### Register map, names as in the netlist, run 1

Other sequential cells in the stronger grey, the rest of the logic in the fainter grey.
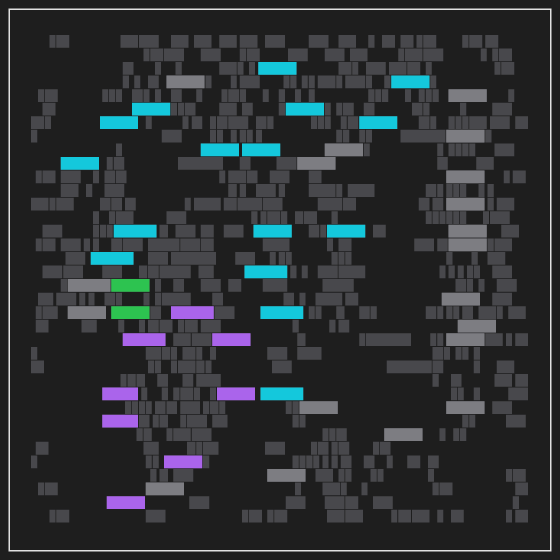
### Local utilization, run 1

11 x 11 tiles, from black (low) to pale yellow (high), 0 to 100% covered.
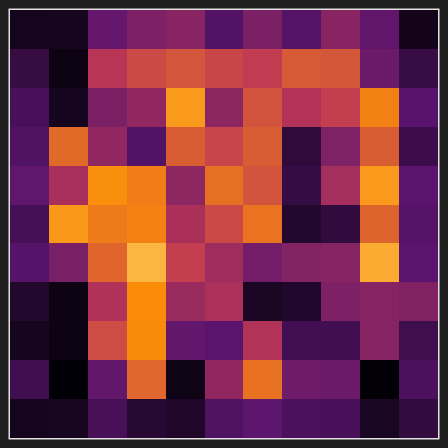
### Placed cells, one colour a class, run 1

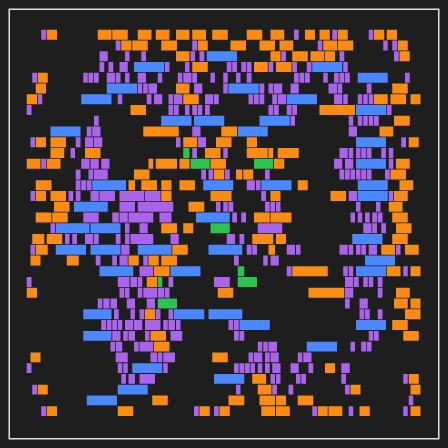
### Routing congestion, run 1

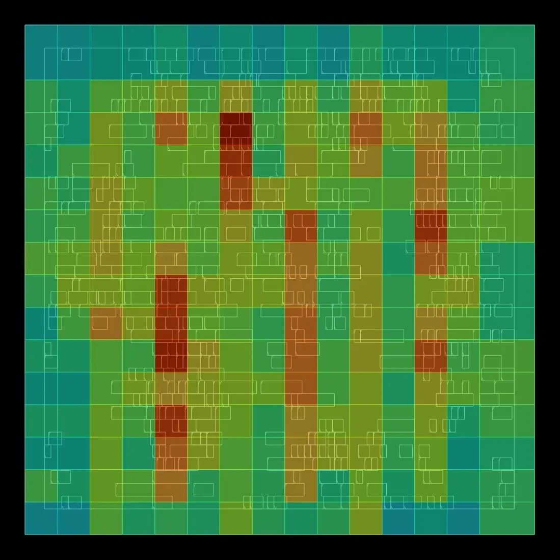
`config.mk`:
```
export PLATFORM = sky130hd
export DESIGN_NAME = if_id_ctrl
export DESIGN_NICKNAME = d
export VERILOG_FILES = /design/src/rtl/if_id_ctrl_pkg.sv /design/src/rtl/if_id_ctrl_sat_counter.sv /design/src/rtl/if_id_ctrl.sv
export SDC_FILE = /design/constraint.sdc
export NUM_CORES = 1
export LEC_CHECK = 0
export ABC_AREA = 1
export CAP_MARGIN = 40
export CORE_MARGIN = 4
export CORE_UTILIZATION = 25
export DETAILED_ROUTE_END_ITERATION = 7
export GPL_TIMING_DRIVEN = 0
export SETUP_SLACK_MARGIN = 0.1
export SYNTH_ARGS = -nofsm -noshare
export SYNTH_HDL_FRONTEND = slang
export SYNTH_SLANG_ARGS = --single-unit
```
`constraint.sdc`:
```
create_clock -name clk -period 1.1 [get_ports clk]
set_input_delay 0.22 -clock clk [delete_from_list [all_inputs] [get_ports clk]]
set_output_delay 0.22 -clock clk [all_outputs]
set_load 0.02 [all_outputs]
```
`src/rtl/if_id_ctrl_pkg.sv`:
```
// Shared types and constants for the IF/ID pipeline register.
// FSM encoding, fixed instruction encodings and the opcode field slice.
package if_id_ctrl_pkg;

   typedef enum logic [1:0] {
      RUN    = 2'd0,
      STALL  = 2'd1,
      FLUSH  = 2'd2,
      HALTED = 2'd3
   } state_t;

   localparam logic [15:0] NOP_INS   = 16'h0800;
   localparam logic [4:0]  HALT_OP   = 5'b00000;
   localparam int          MAX_STALL = 8;
   localparam int          OPC_HI    = 15;
   localparam int          OPC_LO    = 11;

   function automatic logic [4:0] opcode(input logic [15:0] ins);
      return ins[OPC_HI:OPC_LO];
   endfunction

endpackage

```
`src/rtl/if_id_ctrl_sat_counter.sv`:
```
// Saturating up-counter with synchronous clear.
// Clear has priority over increment; holds at all-ones.
module sat_counter #(
   parameter int W = 8
) (
   input  logic         clk,
   input  logic         clr,
   input  logic         inc,
   output logic [W-1:0] q
);

   localparam logic [W-1:0] ONE = {{(W-1){1'b0}}, 1'b1};

   always_ff @(posedge clk) begin
      if (clr)
         q <= '0;
      else if (inc && (q != {W{1'b1}}))
         q <= q + ONE;
   end

endmodule

```
`src/rtl/if_id_ctrl.sv`:
```
// IF/ID register with stall/flush/HALT front-end control.
// Optional perf counters built when IF_ID_PERF_CNT_EN is defined.
module if_id_ctrl
   import if_id_ctrl_pkg::*;
(
   input  logic        clk,
   input  logic        rst,
   input  logic [15:0] ins_IF,
   input  logic [15:0] inc_pc_IF,
   input  logic        stall_decode,
   input  logic        flush_fetch,
   output logic [15:0] ins_ID,
   output logic [15:0] inc_pc_ID,
   output logic        valid_ID,
   output logic        pc_write_en,
   output logic        idex_bubble,
   output logic        halted,
   output logic        stall_timeout,
   output logic [15:0] stall_cycles,
   output logic [15:0] flush_cycles
);

   state_t     state;
   logic       act_flush;
   logic       act_hold;
   logic       act_stall;
   logic       act_hdet;
   logic       act_adv;
   logic [7:0] run_cnt;

   // One-hot action select in priority order
   always_comb begin
      act_flush = 1'b0;
      act_hold  = 1'b0;
      act_stall = 1'b0;
      act_hdet  = 1'b0;
      act_adv   = 1'b0;
      if (rst) begin
      end else if (flush_fetch && state != HALTED) begin
         act_flush = 1'b1;
      end else if (state == HALTED) begin
         act_hold = 1'b1;
      end else if (stall_decode) begin
         act_stall = 1'b1;
      end else if (valid_ID && opcode(ins_ID) == HALT_OP) begin
         act_hdet = 1'b1;
      end else begin
         act_adv = 1'b1;
      end
   end

   assign pc_write_en = act_flush | act_adv;
   assign idex_bubble = act_stall;

   always_ff @(posedge clk) begin
      if (rst) begin
         state         <= RUN;
         ins_ID        <= NOP_INS;
         inc_pc_ID     <= '0;
         valid_ID      <= 1'b0;
         halted        <= 1'b0;
         stall_timeout <= 1'b0;
      end else if (act_flush) begin
         state     <= FLUSH;
         ins_ID    <= NOP_INS;
         inc_pc_ID <= '0;
         valid_ID  <= 1'b0;
      end else if (act_hold) begin
         state <= HALTED;
      end else if (act_stall) begin
         state <= STALL;
         if (run_cnt >= 8'(MAX_STALL - 1))
            stall_timeout <= 1'b1;
      end else if (act_hdet) begin
         state  <= HALTED;
         halted <= 1'b1;
      end else if (act_adv) begin
         state     <= RUN;
         ins_ID    <= ins_IF;
         inc_pc_ID <= inc_pc_IF;
         valid_ID  <= 1'b1;
      end
   end

   sat_counter #(.W(8)) u_run (
      .clk (clk),
      .clr (rst | ~act_stall),
      .inc (act_stall),
      .q   (run_cnt)
   );

`ifdef IF_ID_PERF_CNT_EN
   sat_counter #(.W(16)) u_stall_cnt (
      .clk (clk),
      .clr (rst),
      .inc (idex_bubble),
      .q   (stall_cycles)
   );

   sat_counter #(.W(16)) u_flush_cnt (
      .clk (clk),
      .clr (rst),
      .inc (act_flush),
      .q   (flush_cycles)
   );
`else
   assign stall_cycles = '0;
   assign flush_cycles = '0;
`endif

endmodule

```
==> results.toml, run 1 <==
# generated from flow reports
[power]
powerDensity_nw_per_um2 = 818.6
combPwrFrac_pct = 23.9
power.leakage_nw = 2.178

[placement]
dpl_cell_area_sq_um = 3588
port_buffers = 72

[timing]
clock.fmax_ghz = 0.6657
layout_min_cycle_time_ns = 1.502
hold_viol_final = 0
final-setup-viol-count = 48
fin_ws_ns = -0.4021

[logic_synthesis]
async_reset_ff_share_pct = 0
top_cells_by_area = "dfxtp_1, inv_1, nand2_1, buf_4, nand4_1"
flop_cell = "dfxtp_1"
synth-edff-count = 0
yosysMostFrequentCell = "inv_1"

[route]
drc_errors = 0
wl_met1_microns = 3350
routed_wl_microns = 7619
post_drt_via_cell_ratio = 3.902
route.met2.wl_microns = 3767

[floorplanning]
coreArea_sq_um = 9774

[finish]
final_cell_mix = "inv_1, nand2_1, buf_6"
final_cell_area_sq_um = 4357
n_fill_cell = 1019
final_cells = 674
finalNetCount = 577

[worst_setup_path]
ff2ff_path_depth = 11
crit_path_max_fanout = 3
worstPathArrival_ns = 1.28

[outcome]
violations = "setup timing"
status = "finished, violations left"

[worst_hold_path]
min_from = "rst"
holdPathStages = 2
hp-class = "primary input to register"

[cts]
hold_buffers = 0

[flow_run]
warning_count = 29
## Picture notes: 'Register map, names as in the netlist'
cyan -> `ins_ID`  # placed flops 16
green -> `state`  # placed flops 2
purple -> `u_run.q`  # placed flops 8

## Picture notes: 'Local utilization'
mean over tiles = 36%
fullest tile = 84%
nearly empty tiles = 1.7%
tiles over 75% full = 5.0%

## Picture notes: 'Placed cells, one colour a class'
purple -> remaining logic cells  # cells 333, share of their area 38%
green -> clock drivers and dummy loads  # cells 8, share of their area 2.0%
blue -> registers  # cells 45, share of their area 23%
orange -> remaining buffers and delay cells  # cells 155, share of their area 37%

## Picture notes: 'Routing congestion'
Most Used Layer, Global Route: met2
routed len/inst: 11.30 microns
GRT Overall Usage: 12.13%

-- run 1: power by group through the flow --
stage          clock network (mW)  registers (mW)  logic (mW)
6_report                     1.03            1.69       0.853
3_5_place_dp                    0            1.73       0.726
4_1_cts                      1.09            1.69       0.770
3_3_place_gp                    0            1.72       0.720
5_1_grt                      1.15            1.69       0.935
2_1_floorplan                   0            1.76       0.428
-- run 1: logic make-up (layout without fill, tap and decap cells) --
family                   Yosys count  count (layout)  synth area share, %
other                              1              32               0.1492
AND/OR/NAND/NOR                  186             186                32.85
adder cells (fa/ha/maj)            1               1               0.4977
flip-flops                        45              45                35.84
buffers and inverters            153             268                28.87
AND-OR/OR-AND                      9               9                1.792
-- run 1: worst max-delay path, cell delays in order (launching register included) --
cell and delay [ns]:
dfxtp_4 0.37, nor2_4 0.14, nand3_4 0.12, nand3_4 0.09, buf_8 0.11, nand2_4 0.04
buf_6 0.12
-- run 1: final cells by class --
cell class / count / area (sq um) / share of cell area [%]
plain buffers: 46 / 367.9 / 8.443
clock buffers: 6 / 72.57 / 1.666
clock inverters: 2 / 10.01 / 0.2298
inverters: 105 / 401.6 / 9.219
multi-input cells: 228 / 1181 / 27.11
flip-flops and latches: 45 / 974.7 / 22.37
well taps: 133 / 166.4 / 3.820
repair buffers: 109 / 1182 / 27.14
-- run 1: through the flow --
stage	power [mW]	hold WS [ns]
floorplan	2.188	0.2924
detailed placement	2.451	0.4605
global placement	2.444	0.4588
CTS	3.555	0.3595
global route	3.784	0.4097
finish	3.566	0.3963
-- run 1: state kept, by name, summed over array words and instances, names as in the netlist --
name and count:
ins_ID 16, valid_ID 1, stall_timeout 1, inc_pc_ID 16, u_run.q 8, state 2, halted 1
==> run 1 -> run 2 <==
--- a/config.mk
+++ b/config.mk
@@ -7,6 +7,7 @@
 export LEC_CHECK = 0
 export ABC_AREA = 1
 export CAP_MARGIN = 40
+export CORE_ASPECT_RATIO = 2
 export CORE_MARGIN = 4
 export CORE_UTILIZATION = 25
 export DETAILED_ROUTE_END_ITERATION = 7
### Local utilization, run 2

8 x 15 tiles, from black (low) to pale yellow (high), 0 to 100% covered.
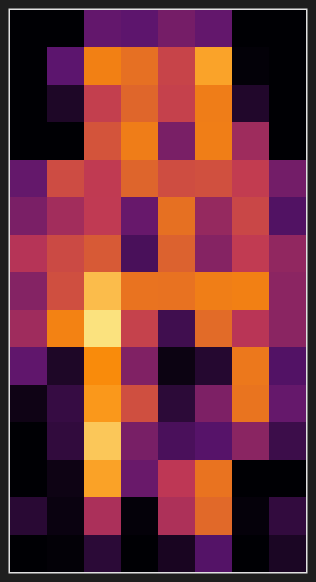
emptiest ninth of the die = bottom left
fullest tile = 94%
tiles over 75% full = 5.0%
mean over tiles = 35%
nearly empty tiles = 18%

### Sizing map, run 2

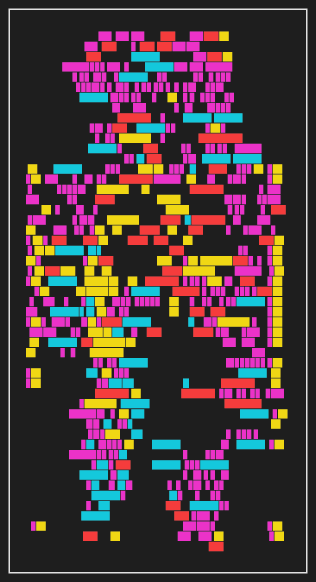
magenta -> x1 and smaller  # cells 340, share 63%
cyan -> x2  # cells 56, share 10%
yellow -> x3 and x4  # cells 91, share 17%
red -> x6 and larger  # cells 50, share 9.3%

### Register map, names as in the netlist, run 2

Other sequential cells in the stronger grey, the rest of the logic in the fainter grey.
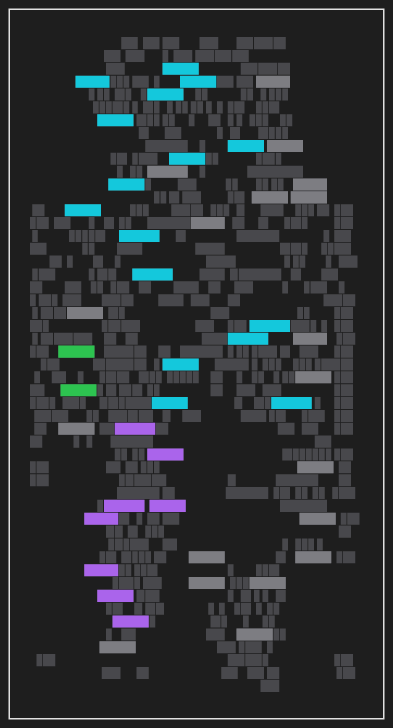
storage element area: 968.4 sq um
flop share of the area: 22.43%
sequential power: 1.69 mW
final core utilization: 44.21%

==> run 2 against run 1 <==
The run still ends with setup timing left; die area is 0.84% higher; non-clock buffer count down 4; synthesized cell count unchanged; cell count decreased by 0.74%; critical path depth did not move; via count decreased by 0.68%; critical endpoint unchanged; highest routed layer unchanged.
==> results.toml, run 2 <==
# generated from flow reports
[outcome]
status = "finished, violations left"
violations = "setup timing"

[timing]
fin_ws_ns = -0.3601
hold_viol_final = 0
final-setup-viol-count = 47
layout_min_cycle_time_ns = 1.460
hold_ws_ns = 0.3770
clock.fmax_ghz = 0.6849

[route]
drc_errors = 0
routed_wl_microns = 7622
wl_per_cell_microns = 11.39

[worst_hold_path]
min_from = "rst"

[logic_synthesis]
top_cells_by_area = "dfxtp_1, inv_1, nand2_1, buf_4, nand4_1"
flop_cell = "dfxtp_1"
synth-edff-count = 0

[power]
power.leakage_nw = 2.168
power.total_mw = 4.021

[placement]
port_buffers = 72

[worst_setup_path]
ff2ff_path_depth = 8
worstPathArrival_ns = 1.24

[finish]
final_cell_area_sq_um = 4317
final_cell_mix = "inv_1, nand2_1, buf_4"
reg_top3 = "inc_pc_ID (16), ins_ID (16), u_run.q (8)"

[grt]
globalRoute.busiestLayer = "met2"

[floorplanning]
coreArea_sq_um = 9763

[cts]
hold_buffers = 0
## run 2: cell counts after synthesis
Identical to the previous run, type by type.
## run 2: final cells by class
type	count	area, sq um
inverter	105	406.6
sequential	45	968.4
buffer	48	417.9
fill	982	5446
multi-input combinational	228	1146
tap	132	165.2
clock inverter	2	10.01
timing repair buffer	103	1074
clock buffer	6	128.9
## run 2: logic make-up after synthesis
group / count (synthesis) / synth area share [%]
fa+ha+maj: 1 / 0.4977
other cells: 1 / 0.1492
flops: 45 / 35.84
simple gates: 186 / 32.85
compound gates: 9 / 1.792
buf+inv: 153 / 28.87
## run 2: timing repair
| action | CTS | global route |
|---|---|---|
| endpoints found under the setup margin | 82 | 69 |
| resized | 260 | 57 |
| gates cloned | 4 | 3 |
| buffers inserted | 15 | 9 |
| pin swaps | 10 | 26 |
## run 2: how the worst max path moves through the flow
stage | end | slack (ns) | cells after the start
after global routing | pc_write_en | -0.41 | 6
after detailed placement | pc_write_en | -1.24 | 8
after global placement | pc_write_en | -1.24 | 8
after CTS | pc_write_en | -0.37 | 7
after floorplan | pc_write_en | -0.11 | 6
final | pc_write_en | -0.36 | 6
## run 2: worst max-delay path, stage by stage, from the launching register on
cell and delay, ns:
dfxtp_4 0.36, nor2_4 0.13, nand3_4 0.10, nand3_4 0.10
buf_8 0.11, nand2_4 0.04, buf_6 0.12
## run 2: power breakdown
part | leakage [nW] | total, mW | internal, mW | switching [mW]
clock network | 0.0706 | 1.47 | 0.836 | 0.639
registers | 0.384 | 1.69 | 1.66 | 0.0296
logic | 1.71 | 0.860 | 0.431 | 0.429
total | 2.17 | 4.02 | 2.92 | 1.10
## run 2: layer usage
metal	vias to the layer above	part of all wire, %
li1	1382	-
met1	1144	36
met2	78	56
met3	8	6.0
met4	0	2.2
met5	-	0
Power is estimated from default activity; no workload was simulated.
